File: src/rtl/prog_seq_gen_if.sv
// Bundle of the command (start/init/reps) and serial valid/ready stream signals for prog_seq_gen.
// The master side issues jobs and consumes the bit stream. The slave side is the generator.
interface prog_seq_gen_if #(
  parameter int WIDTH = 5,
  parameter int CNT_W = 4
);
  logic             start;
  logic [WIDTH-1:0] init;
  logic [CNT_W-1:0] reps;
  logic             ready;
  logic             dout;
  logic             dvalid;
  logic             busy;
  logic             done;

  modport master (
    output start, init, reps, ready,
    input  dout, dvalid, busy, done
  );

  modport slave (
    input  start, init, reps, ready,
    output dout, dvalid, busy, done
  );
endinterface

File: src/rtl/prog_seq_gen.sv
// Programmable serial sequence generator: shifts a captured WIDTH-bit pattern out MSB-first,
// repeating it back-to-back reps times, on a valid/ready bit stream.
module prog_seq_gen #(
  parameter int WIDTH = 5,
  parameter int CNT_W = 4
) (
  input  logic         clk,
  input  logic         resetn,
  prog_seq_gen_if.slave bus,
  output logic [1:0]   dbg_state
);

  localparam int IDX_W = (WIDTH > 1) ? $clog2(WIDTH) : 1;
  localparam logic [IDX_W-1:0] IDX_TOP = IDX_W'(WIDTH - 1);

  typedef enum logic [1:0] {
    IDLE = 2'd0,
    SEND = 2'd1,
    DONE = 2'd2
  } state_t;

  state_t           state;
  logic [WIDTH-1:0] pat;
  logic [WIDTH-1:0] shreg;
  logic [IDX_W-1:0] idx;
  logic [CNT_W-1:0] rep_left;

  always_ff @(posedge clk or negedge resetn) begin
    if (!resetn) begin
      state    <= IDLE;
      pat      <= '0;
      shreg    <= '0;
      idx      <= '0;
      rep_left <= '0;
    end else begin
      case (state)
        IDLE: begin
          if (bus.start) begin
            pat      <= bus.init;
            shreg    <= bus.init;
            rep_left <= bus.reps;
            idx      <= IDX_TOP;
            state    <= (bus.reps != '0) ? SEND : DONE;
          end
        end
        SEND: begin
          if (bus.ready) begin
            if (idx != '0) begin
              shreg <= {shreg[WIDTH-2:0], 1'b0};
              idx   <= idx - IDX_W'(1);
            end else if (rep_left > CNT_W'(1)) begin
              // Reload in the same beat so repetitions run with no gap cycle.
              shreg    <= pat;
              idx      <= IDX_TOP;
              rep_left <= rep_left - CNT_W'(1);
            end else begin
              state <= DONE;
            end
          end
        end
        DONE:    state <= IDLE;
        default: state <= IDLE;
      endcase
    end
  end

  // Stream handshake: a bit transfers on every rising edge where dvalid && ready; dout and
  // dvalid depend only on registered state, so ready never reaches them combinationally.
  assign bus.dvalid = (state == SEND);
  assign bus.dout   = (state == SEND) & shreg[WIDTH-1];
  assign bus.busy   = (state != IDLE);
  assign bus.done   = (state == DONE);
  assign dbg_state  = state;

endmodule
File: src/flat_wrapper.sv
// flat-port wrapper written by rule: the top's interface ports become plain ports
module prog_seq_gen_flat 
#(
  parameter int WIDTH = 5,
  parameter int CNT_W = 4
)
  (clk, resetn, dbg_state, bus_start, bus_init, bus_reps, bus_ready, bus_dout, bus_dvalid, bus_busy, bus_done);
  prog_seq_gen_if #(.WIDTH(WIDTH), .CNT_W(CNT_W)) bus_i ();
  input  logic clk;
  input  logic resetn;
  output logic [1:0] dbg_state;
  input wire logic [$bits(bus_i.start)-1:0] bus_start;
  input wire logic [$bits(bus_i.init)-1:0] bus_init;
  input wire logic [$bits(bus_i.reps)-1:0] bus_reps;
  input wire logic [$bits(bus_i.ready)-1:0] bus_ready;
  output wire logic [$bits(bus_i.dout)-1:0] bus_dout;
  output wire logic [$bits(bus_i.dvalid)-1:0] bus_dvalid;
  output wire logic [$bits(bus_i.busy)-1:0] bus_busy;
  output wire logic [$bits(bus_i.done)-1:0] bus_done;
  assign bus_i.start = bus_start;
  assign bus_i.init = bus_init;
  assign bus_i.reps = bus_reps;
  assign bus_i.ready = bus_ready;
  assign bus_dout = bus_i.dout;
  assign bus_dvalid = bus_i.dvalid;
  assign bus_busy = bus_i.busy;
  assign bus_done = bus_i.done;
  prog_seq_gen #(.WIDTH(WIDTH), .CNT_W(CNT_W)) u_core (.clk(clk), .resetn(resetn), .bus(bus_i), .dbg_state(dbg_state));
endmodule
File: config.mk
export PLATFORM = sky130hd
export DESIGN_NAME = prog_seq_gen_flat
export DESIGN_NICKNAME = d
export VERILOG_FILES = /design/src/rtl/prog_seq_gen_if.sv /design/src/rtl/prog_seq_gen.sv /design/src/flat_wrapper.sv
export SDC_FILE = /design/constraint.sdc
export NUM_CORES = 1
export LEC_CHECK = 0
export ABC_AREA = 1
export CAP_MARGIN = 15
export CORE_MARGIN = 3
export CORE_UTILIZATION = 47
export DETAILED_ROUTE_END_ITERATION = 12
export MAX_ROUTING_LAYER = met4
export PLACE_DENSITY = 0.81
export SYNTH_ARGS = -nofsm -noshare
export SYNTH_HDL_FRONTEND = slang
export SYNTH_SLANG_ARGS = --single-unit
File: constraint.sdc
create_clock -name clk -period 1.3 [get_ports clk]
set_input_delay 0.195 -clock clk [delete_from_list [all_inputs] [get_ports clk]]
set_output_delay 0.195 -clock clk [all_outputs]
set_load 0.02 [all_outputs]
==> ci_impl_report.md <==
### Metrics collected by this job

| Metric | Value |
|---|---|
| Max-slew headroom | `slightly above 80%` |
| Run status | `complete, but fails checks` |
| Top power group | `combinational cells` |
| YS chip area | `0.001159 mm^2` |
| Chip area | `0.003097 mm^2` |
| Fill cells | `around 160` |
| Buf/Inv on CP | `4` |
| Sw Ratio | `48.59%` |
| Mux area share | `3.888%` |
| Share of power burned in registers | `between 20% and 30%` |
| Violated checks | `setup timing` |
| Beginning of the worst register-to-register path | `u_core.dbg_state[1]` |
| Least-Margin Pin Slew | `about 0.27 ns` |
| Metal2 WL | `1.506 mm` |
| Worst Setup EP | `u_core.idx[0]` |
| Setup violators final | `17` |
| Most frequent cells in the layout | `nand2_1 (48), nand3_1 (19), dfrtp_1 (18)` |
| Biggest regs | `u_core.pat x5, u_core.shreg x5, u_core.rep_left x4` |
| Logic Gate Count | `119` |
| Via density | `between 5 and 6` |
| Fa+ha+maj area frac | `2.160%` |
| Routing usage on met1 | `23.98%` |
| Combinational share of cell area | `42.75%` |
| Final setup margin | `-0.1317 ns` |
sizes.png
Bar = 20 um.
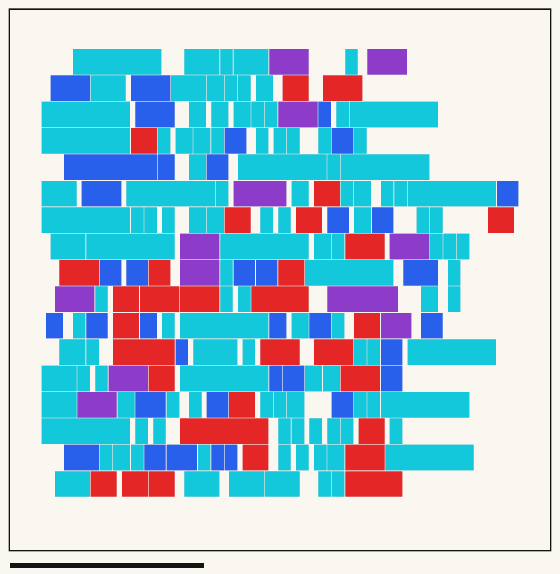
| color | size | cells | share | most used |
|---|---|---|---|---|
| cyan | _0 and _1 cells | 121 | 60% | nand2_1 |
| purple | _6 and larger | 12 | 6.0% | buf_6 |
| red | _3 and _4 cells | 31 | 15% | buf_4 |
| blue | _2 cells | 37 | 18% | nand2_2 |

clk_routes.png
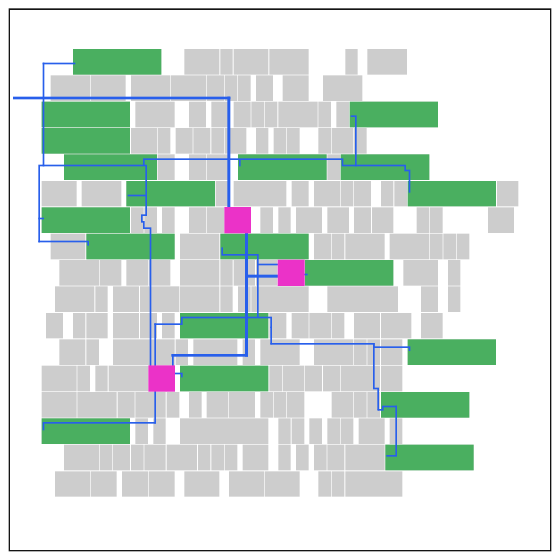
[blue] clock wires | length: 253 um
[green] flip-flops | count: 19
[magenta] clock drivers | count: 3
routed clock nets: 4

metal_density.png
Bar = 20 um. 11 x 11 tiles, from dark purple (low) to yellow (high), scaled to the fullest tile. Values are wire area over tile area, all layers added.
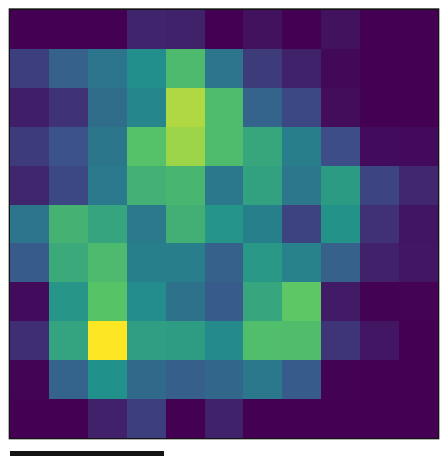
fullest tile: 0.52
tiles over half the peak: 24%
mean over tiles: 0.15
emptiest ninth of the die: upper right
densest ninth of the die: center

flops_by_reg.png
Other sequential cells in the stronger gray, the rest of the logic in the fainter gray.
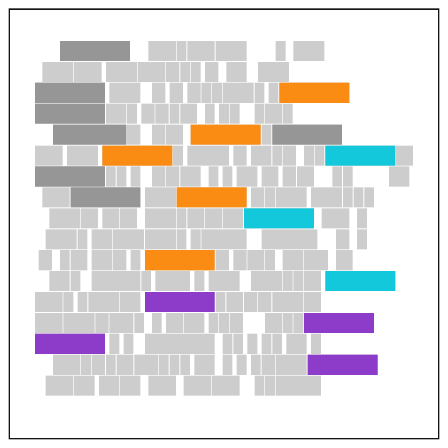
| color | name in the netlist | flops |
|---|---|---|
| purple | u_core.rep_left | 4 |
| orange | u_core.shreg | 5 |
| cyan | u_core.idx | 3 |

Power figures rest on the tool's default switching activity, not on a simulated workload.
